File: src/rtl/fetch_pc_ctrl_if.sv
// rtl/fetch_pc_ctrl_if.sv - fetch PC controller signal bundle (redirect, imem handshake, downstream valid/stall)
// master is the controller side, slave is the surrounding pipeline/memory side.
interface fetch_pc_ctrl_if #(
  parameter int DATA_WIDTH = 32
);
  logic                  pc_src;
  logic [DATA_WIDTH-1:0] branch_base;
  logic [DATA_WIDTH-1:0] imm_op;
  logic                  imem_req;
  logic [DATA_WIDTH-1:0] imem_addr;
  logic                  imem_ready;
  logic                  instr_valid;
  logic                  stall;
  logic [DATA_WIDTH-1:0] pc;
  logic                  misalign_err;

  modport master (
    input  pc_src, branch_base, imm_op, imem_ready, stall,
    output imem_req, imem_addr, instr_valid, pc, misalign_err
  );

  modport slave (
    output pc_src, branch_base, imm_op, imem_ready, stall,
    input  imem_req, imem_addr, instr_valid, pc, misalign_err
  );
endinterface

File: src/rtl/fetch_pc_ctrl.sv
// rtl/fetch_pc_ctrl.sv - instruction fetch PC controller with deferred branch redirect
// Optional macro FETCH_MISALIGN_CHECK_EN: misaligned redirect targets halt the block and set misalign_err.
module fetch_pc_ctrl #(
  parameter int                    DATA_WIDTH = 32,
  parameter logic [DATA_WIDTH-1:0] RESET_PC   = '0
) (
  input logic              clk,
  input logic              rst,
  fetch_pc_ctrl_if.master  bus
);

  typedef enum logic [1:0] {
    BOOT  = 2'd0,
    FETCH = 2'd1,
    VALID = 2'd2,
    HALT  = 2'd3
  } state_t;

  localparam logic [DATA_WIDTH-1:0] ALIGN_MASK = {{(DATA_WIDTH-2){1'b1}}, 2'b00};
  localparam logic [DATA_WIDTH-1:0] PC_STEP    = DATA_WIDTH'(4);

  state_t                state_q, state_nxt;
  logic [DATA_WIDTH-1:0] pc_q, pc_nxt;
  logic [DATA_WIDTH-1:0] redir_q, redir_nxt;
  logic                  pending_q, pending_nxt;
  logic                  redir_mis_q, redir_mis_nxt;
  logic                  err_q, err_nxt;

  logic [DATA_WIDTH-1:0] target_sum;
  logic [DATA_WIDTH-1:0] target;
  logic                  target_mis;

  assign target_sum = bus.branch_base + bus.imm_op;

`ifdef FETCH_MISALIGN_CHECK_EN
  assign target     = target_sum;
  assign target_mis = |target_sum[1:0];
`else
  assign target     = target_sum & ALIGN_MASK;
  assign target_mis = 1'b0;
`endif

  always_comb begin
    state_nxt     = state_q;
    pc_nxt        = pc_q;
    redir_nxt     = redir_q;
    pending_nxt   = pending_q;
    redir_mis_nxt = redir_mis_q;
    err_nxt       = err_q;
    case (state_q)
      BOOT: begin
        state_nxt = FETCH;
        if (bus.pc_src) begin
          if (target_mis) begin
            state_nxt = HALT;
            err_nxt   = 1'b1;
          end else begin
            pc_nxt = target;
          end
        end
      end
      FETCH: begin
        if (bus.imem_ready) begin
          // A same-cycle redirect is newer than any latched one, so it wins.
          pending_nxt = 1'b0;
          if (bus.pc_src) begin
            if (target_mis) begin
              state_nxt = HALT;
              err_nxt   = 1'b1;
            end else begin
              pc_nxt = target;
            end
          end else if (pending_q) begin
            if (redir_mis_q) begin
              state_nxt = HALT;
              err_nxt   = 1'b1;
            end else begin
              pc_nxt = redir_q;
            end
          end else begin
            state_nxt = VALID;
          end
        end else if (bus.pc_src) begin
          redir_nxt     = target;
          redir_mis_nxt = target_mis;
          pending_nxt   = 1'b1;
        end
      end
      VALID: begin
        if (bus.pc_src) begin
          if (target_mis) begin
            state_nxt = HALT;
            err_nxt   = 1'b1;
          end else begin
            pc_nxt    = target;
            state_nxt = FETCH;
          end
        end else if (!bus.stall) begin
          pc_nxt    = pc_q + PC_STEP;
          state_nxt = FETCH;
        end
      end
      HALT: begin
        state_nxt = HALT;
      end
      default: begin
        state_nxt = BOOT;
      end
    endcase
  end

  always_ff @(posedge clk) begin
    if (rst) begin
      state_q     <= BOOT;
      pc_q        <= RESET_PC;
      redir_q     <= RESET_PC;
      pending_q   <= 1'b0;
      redir_mis_q <= 1'b0;
      err_q       <= 1'b0;
    end else begin
      state_q     <= state_nxt;
      pc_q        <= pc_nxt;
      redir_q     <= redir_nxt;
      pending_q   <= pending_nxt;
      redir_mis_q <= redir_mis_nxt;
      err_q       <= err_nxt;
    end
  end

  assign bus.imem_req     = (state_q == FETCH);
  assign bus.imem_addr    = pc_q;
  assign bus.instr_valid  = (state_q == VALID);
  assign bus.pc           = pc_q;
  assign bus.misalign_err = err_q;

endmodule

File: src/flat_wrapper.sv
// flat-port wrapper written by rule: the top's interface ports become plain ports
module fetch_pc_ctrl_flat 
#(
  parameter int                    DATA_WIDTH = 32,
  parameter logic [DATA_WIDTH-1:0] RESET_PC   = '0
)
  (clk, rst, bus_pc_src, bus_branch_base, bus_imm_op, bus_imem_ready, bus_stall, bus_imem_req, bus_imem_addr, bus_instr_valid, bus_pc, bus_misalign_err);
  fetch_pc_ctrl_if #(.DATA_WIDTH(DATA_WIDTH)) bus_i ();
  input logic clk;
  input logic rst;
  input wire logic [$bits(bus_i.pc_src)-1:0] bus_pc_src;
  input wire logic [$bits(bus_i.branch_base)-1:0] bus_branch_base;
  input wire logic [$bits(bus_i.imm_op)-1:0] bus_imm_op;
  input wire logic [$bits(bus_i.imem_ready)-1:0] bus_imem_ready;
  input wire logic [$bits(bus_i.stall)-1:0] bus_stall;
  output wire logic [$bits(bus_i.imem_req)-1:0] bus_imem_req;
  output wire logic [$bits(bus_i.imem_addr)-1:0] bus_imem_addr;
  output wire logic [$bits(bus_i.instr_valid)-1:0] bus_instr_valid;
  output wire logic [$bits(bus_i.pc)-1:0] bus_pc;
  output wire logic [$bits(bus_i.misalign_err)-1:0] bus_misalign_err;
  assign bus_i.pc_src = bus_pc_src;
  assign bus_i.branch_base = bus_branch_base;
  assign bus_i.imm_op = bus_imm_op;
  assign bus_i.imem_ready = bus_imem_ready;
  assign bus_i.stall = bus_stall;
  assign bus_imem_req = bus_i.imem_req;
  assign bus_imem_addr = bus_i.imem_addr;
  assign bus_instr_valid = bus_i.instr_valid;
  assign bus_pc = bus_i.pc;
  assign bus_misalign_err = bus_i.misalign_err;
  fetch_pc_ctrl #(.DATA_WIDTH(DATA_WIDTH), .RESET_PC(RESET_PC)) u_core (.clk(clk), .rst(rst), .bus(bus_i));
endmodule
File: config.mk
export PLATFORM = sky130hd
export DESIGN_NAME = fetch_pc_ctrl_flat
export DESIGN_NICKNAME = d
export VERILOG_FILES = /design/src/rtl/fetch_pc_ctrl_if.sv /design/src/rtl/fetch_pc_ctrl.sv /design/src/flat_wrapper.sv
export SDC_FILE = /design/constraint.sdc
export NUM_CORES = 1
export LEC_CHECK = 0
export ABC_AREA = 1
export CORE_MARGIN = 2
export CORE_UTILIZATION = 54
export DETAILED_ROUTE_END_ITERATION = 8
export GPL_TIMING_DRIVEN = 0
export HOLD_SLACK_MARGIN = 0.08
export PLACE_DENSITY = 0.9
export SYNTH_ARGS = -nofsm -noshare
export SYNTH_HDL_FRONTEND = slang
export SYNTH_SLANG_ARGS = --single-unit
export TNS_END_PERCENT = 50
File: constraint.sdc
create_clock -name clk -period 2.4 [get_ports clk]
set_input_delay 0.48 -clock clk [delete_from_list [all_inputs] [get_ports clk]]
set_output_delay 0.48 -clock clk [all_outputs]
set_load 0.05 [all_outputs]
Figure 1. Nets reached from selected ports (run 1).
The bar under the picture is 20 µm long.
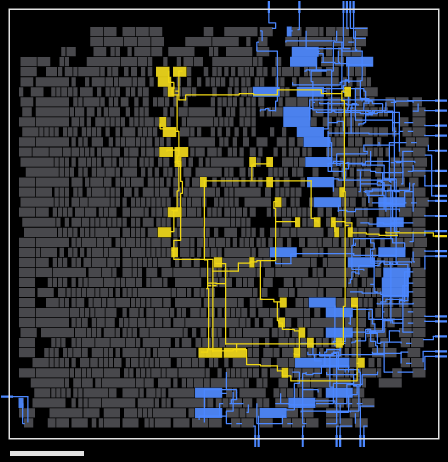
Yellow marks bus_pc_src, bits 1, direction input, end cells 40, buffers 5, wire 624 µm. Blue marks bus_pc, bits 32, direction output, end cells 32, buffers 62, wire 1750 µm.

Figure 2. Track usage over the die (run 1).
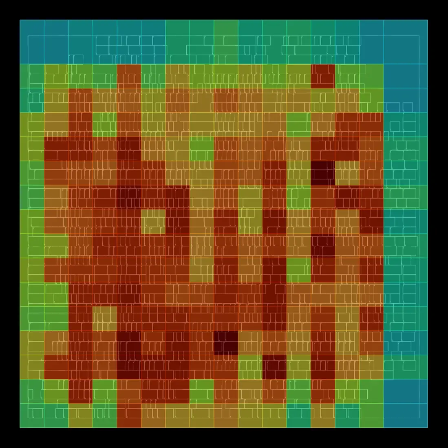
GRT Max-Usage Layer: met2
met2 usage: 0.506
WL per Instance: 15.9 µm
met3 usage: 0.0465
GR Layer Usage met1: 0.402

Figure 3. Cell classes on the final placement (run 1).
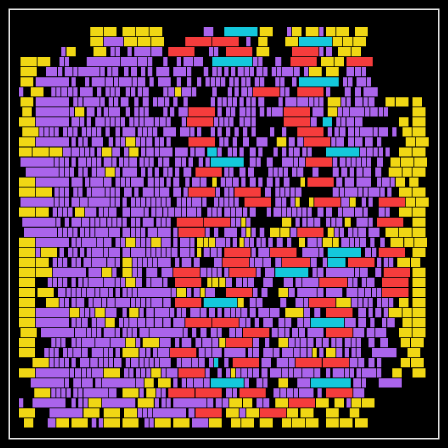
Purple marks remaining logic cells, cells 1061, share of their area 62%. Red marks sequential cells, cells 63, share of their area 13%. Yellow marks remaining buffers and delay cells, cells 222, share of their area 21%. Cyan marks clock drivers and dummy loads, cells 16, share of their area 3.7%.
core area: 0.0121 mm²
row count: 40
post-route design area: 0.00966 mm²
post-layout util: 0.798
flop share of the area: 0.131

==> job_summary.md, run 1 <==
### Yosys + OpenROAD results

| Metric | Value |
|---|---|
| Violated checks | `negative setup slack` |
| Synth flops | `around 63` |
| Syn Area/Cell | `between 5 and 6 µm²` |
| Critical path type | `input pin to flop` |
| Async set-reset flop share out of synthesis | `0` |
| CP bufs+invs | `2` |
| Design Power | `around 10000 µW` |
| R2R Path End | `u_core.bus.imem_addr[6]` |
| Via Count | `between 8k and 9k` |
| Share of cells above drive strength 1 | `0.192` |
| Initial antenna violation count | `0` |
| Slew margin rel. | `0.589` |
| Setup crit end kind | `flop` |
| Max Slew Vio Count | `0` |
| Total grt overflow | `0` |
| Worst Hold Depth | `2` |
| Synth Seq Share | `0.186` |
| Synthesis-to-layout area growth | `42.6%` |
| Synthesized area | `approximately 0.0068 mm²` |
| Final Worst Setup Slack | `-12.0 ps` |
| Total CTS buffers | `9` |
| Flop pwr share | `0.177` |
| Critical-path maximum fanout | `4` |
| Worst path slowest cell | `clkdlybuf4s50_1` |
| Final hold violation count | `0` |
| Die y size | `116 µm` |
| Status | `complete, but fails checks` |
| Clock transition at path regs | `about 50 ps` |
| Yosys top cell area share | `0.236` |
| Diodes inserted | `0` |
| Floorplan utilization | `0.559` |
| Combinational share of cell area | `0.524` |
| Post-Route Skew | `roughly 6.8 ps` |
| Top FF cell, synth | `dfxtp_1` |
| Min-Delay Path Class | `flop to flop` |
| FMAX | `roughly 410 MHz` |
| Inverter count | `between 150 and 200` |
| Final setup viols | `1` |
| Remaining antenna violation count | `0` |
| Vias in the first global route | `about 7k` |
| First-pass GRT wire length | `around 33000 µm` |
| Pre-antenna DRT Iters | `5` |
| Cell area power density | `about 1100 mW/mm²` |
==> run 1: worst max-delay path by stage <==
stage,cells past startpoint,start,end
floorplan,12,u_core.state_q[1],u_core.bus.imem_addr[26]
global placement,17,bus_imm_op[4],u_core.bus.imem_addr[29]
detailed placement,16,bus_imm_op[3],u_core.bus.imem_addr[29]
CTS,17,bus_imm_op[1],u_core.bus.imem_addr[24]
global route,17,bus_imm_op[4],u_core.bus.imem_addr[19]
finish,16,bus_imm_op[4],u_core.bus.imem_addr[18]
==> run 1: what timing repair did <==
item | 4_1_cts | 5_1_grt
gates cloned | 0 | 0
resized | 6 | 194
buffers inserted | 0 | 24
endpoints found under the setup margin | 13 | 44
endpoints found under the hold margin | 0 | 0
pin swaps | 0 | 41
==> run 1: stage by stage <==
stage	TNS [ps]	instance area, µm²	setup slack, ps	hold slack, ps	std cells
3_3_place_gp	-6350	8300	-331	481	1490
6_report	-12.0	9660	-12.0	501	1530
4_1_cts	0	8670	1.68	501	1506
3_5_place_dp	-8080	8300	-400	483	1490
2_1_floorplan	0	6790	160	465	1192
5_1_grt	-1510	9660	-141	527	1530
==> run 1: power groups by stage <==
| stage | combinational [µW] | sequential, µW | clock [µW] |
|---|---|---|---|
| after detailed placement | 6340 | 1840 | 0 |
| after floorplan | 3870 | 2460 | 0 |
| final | 7000 | 1830 | 1540 |
| after global routing | 7480 | 1890 | 1570 |
| after CTS | 6420 | 1820 | 1520 |
| after global placement | 6250 | 1820 | 0 |
==> run 1: cell usage after synthesis, types with 2 or more instances <==
| cell | instances |
|---|---|
| clkbuf_1 | 12 |
| or2_0 | 2 |
| nand2_2 | 12 |
| nand4_1 | 8 |
| a21oi_2 | 4 |
| nor2_4 | 3 |
| or2_2 | 5 |
| o21bai_1 | 13 |
| inv_1 | 190 |
| xnor2_1 | 7 |
| o211ai_1 | 17 |
| buf_4 | 39 |
| a31oi_1 | 3 |
| o221ai_1 | 5 |
| o21ai_1 | 3 |
| o21ai_0 | 55 |
| o21bai_2 | 3 |
| o21a_1 | 2 |
| buf_2 | 15 |
| dfxtp_1 | 63 |
| nand3b_1 | 6 |
| a21oi_1 | 81 |
| nor3_1 | 8 |
| nand2_1 | 426 |
| xor2_1 | 19 |
| inv_2 | 7 |
| ha_1 | 36 |
| nor2_1 | 59 |
| and2_1 | 3 |
| nand3_2 | 2 |
| nand3_1 | 62 |
| nor2_2 | 4 |
==> run 1: routing by layer <==
metal | vias to the layer above | track usage | wire length (µm)
met3 | 115 | 0.0465 | 2240
met1 | 3752 | 0.402 | 9480
met2 | 585 | 0.506 | 11400
met5 | - | 0 | 0
li1 | 4019 | - | -
met4 | 0 | 0.112 | 1150
==> run 1: cells by family after synthesis <==
group	count (synthesis)	share of synthesized area
flops	63	0.186
compound gates	188	0.160
buf+inv	267	0.174
simple gates	607	0.379
fa+ha+maj	36	0.0665
xor+xnor	26	0.0336
other cells	1	0.000553
==> run 1: worst min-delay path: stages (launching register included) <==
cell and delay, ps:
dfxtp_1 330, o211ai_1 100, inv_1 50
==> run 1: registers in the layout, indices dropped and copies added, names as in the netlist <==
name                  flops
u_core.redir_q           30
u_core.bus.imem_addr     30
u_core.state_q            2
u_core.pending_q          1
Figure 4. Local utilization (run 1).
The bar under the picture is 20 µm long. 12 x 12 tiles, from black (low) to pale yellow (high), 0 to 100% covered.
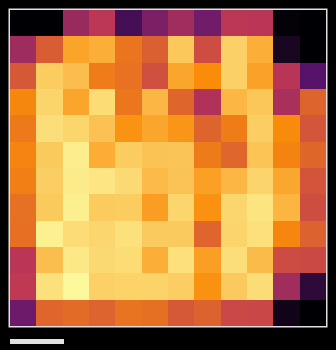

==> run 2: changes to the inputs <==
CORE_MARGIN = default   (was 2)
SLEW_MARGIN = 20   (was default)
Figure 5. Local utilization (run 2).
The bar under the picture is 20 µm long. 11 x 11 tiles, from black (low) to pale yellow (high), 0 to 100% covered.
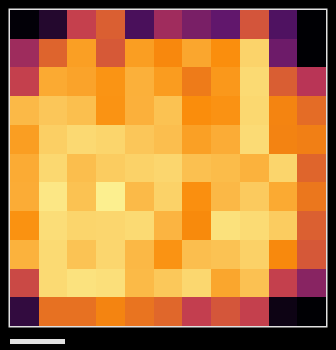
The emptiest ninth of the die: top right. 3.3% of the tiles are nearly empty. 63% of the tiles are over 75% full. The fullest tile reaches 96%. The mean over all tiles is 72%.
floorplan utilization: 0.559
post-layout util: 0.790

==> run 2 against run 1 <==
Effect of this change:
- the run still ends with negative setup slack left
- global-route usage rose by 1.5 points
- clock power barely moved
- flip-flop count did not move
- first-iteration DRC count fell by 12%
- die area fell by 3.4%
- maximum frequency fell by 2.9%
- critical endpoint is now u_core.bus.imem_addr[22]
==> job_summary.md, run 2 <==
### Yosys + OpenROAD results

| Metric | Value |
|---|---|
| Status | `complete, but fails checks` |
| Violated checks | `negative setup slack` |
| Total grt overflow | `0 (unchanged)` |
| Most numerous cell in the Yosys netlist | `nand2_1` |
| Final Worst Setup Slack | `-84.3 ps (-72.2 ps)` |
| Initial antenna violation count | `0 (unchanged)` |
| Placed cell areas | `0.00830 mm² (unchanged)` |
| Setup crit end kind | `flop` |
| First-pass GRT wire length | `33200 µm (+1.0%)` |
| Critical path type | `input pin to flop` |
| Core area | `0.0121 mm² (unchanged)` |
| Die y size | `114 µm (-1.7%)` |
| Synth cell count leaders | `nand2_1 (426), inv_1 (190), a21oi_1 (81)` |
| Critical-path maximum fanout | `4 (unchanged)` |
| Xor/xnor share | `0.0336 (unchanged)` |
| Post-Route Skew | `8.04 ps (+1.24 ps)` |
| Vias in the first global route | `7117 (+1.0%)` |
| Row count | `40 (unchanged)` |
| Synthesized area | `0.00678 mm² (unchanged)` |
| Simple Share, Synth | `0.379 (unchanged)` |
| Final hold violation count | `0 (unchanged)` |
| Final setup viols | `7 (+6)` |
| Async set-reset flop share out of synthesis | `0 (unchanged)` |
| Top FF cell, synth | `dfxtp_1` |
Figure 6. Track usage over the die (run 2).
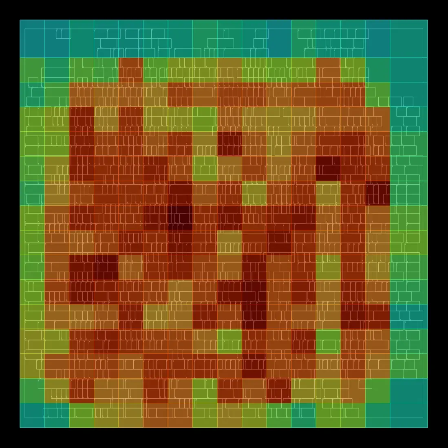
GR Layer Usage met1: 0.418
met2 usage: 0.527
met3 usage: 0.0505

[run 2: cell counts after synthesis]
Identical to the previous run, type by type.
[run 2: report_power, final]
group | switching (µW) | internal, µW
registers | 473 | 1370
logic | 4450 | 2490
clock network | 482 | 1040
[run 2: what timing repair did]
action,4_1_cts,5_1_grt
gates resized,6,191
setup buffers,0,13
setup endpoints to repair,10,47
pin swaps,0,38
[run 2: logic make-up (layout without fill, tap and decap cells)]
family | after synthesis | count (layout)
and+or+nand+nor | 607 | 607
xor gates and xnor gates | 26 | 26
adders and majority gates | 36 | 36
DFF | 63 | 63
other | 1 | 5
buffers and inverters | 267 | 426
AOI/OAI and AO/OA | 188 | 188
[run 2: area by class of cell]
class | count | area share
Clock buffer | 11 | 0.0254
Buffer | 68 | 0.0462
Tap cell | 168 | 0.0220
Clock inverter | 5 | 0.0110
Timing Repair Buffer | 143 | 0.153
Inverter | 199 | 0.0794
Multi-Input combinational cell | 862 | 0.531
Sequential cell | 63 | 0.132
[run 2: metal layers]
| layer | up-vias | part of all wire | wire (µm) | track usage |
|---|---|---|---|---|
| met5 | - | 0 | 0 | 0 |
| met4 | 0 | 0.046 | 1100 | 0.125 |
| li1 | 4010 | - | - | - |
| met3 | 105 | 0.097 | 2290 | 0.0505 |
| met2 | 609 | 0.46 | 11000 | 0.527 |
| met1 | 3743 | 0.39 | 9230 | 0.418 |
[run 2: worst paths after layout]
kind	from	to	cells past startpoint	slack, ps
max reg2reg	u_core.state_q[1]	u_core.redir_q[13]	11	160
min	u_core.redir_q[27]	u_core.redir_q[27]	2	500
min reg2reg	u_core.redir_q[27]	u_core.redir_q[27]	2	500
max	bus_imm_op[4]	u_core.bus.imem_addr[22]	17	-80
[run 2: tightest hold or removal path, stage by stage, from the launching register on]
cell	delay [ps]
dfxtp_1	330
o211ai_1	100
inv_1	50
[run 2: per-stage QoR]
step                      hold slack, ps  instances
after floorplan                      465       1192
after global placement               479       1490
after detailed placement             485       1490
after CTS                            503       1506
after global routing                 537       1519
final                                502       1519
No activity file was given, so power comes from the tool's default toggle rates.
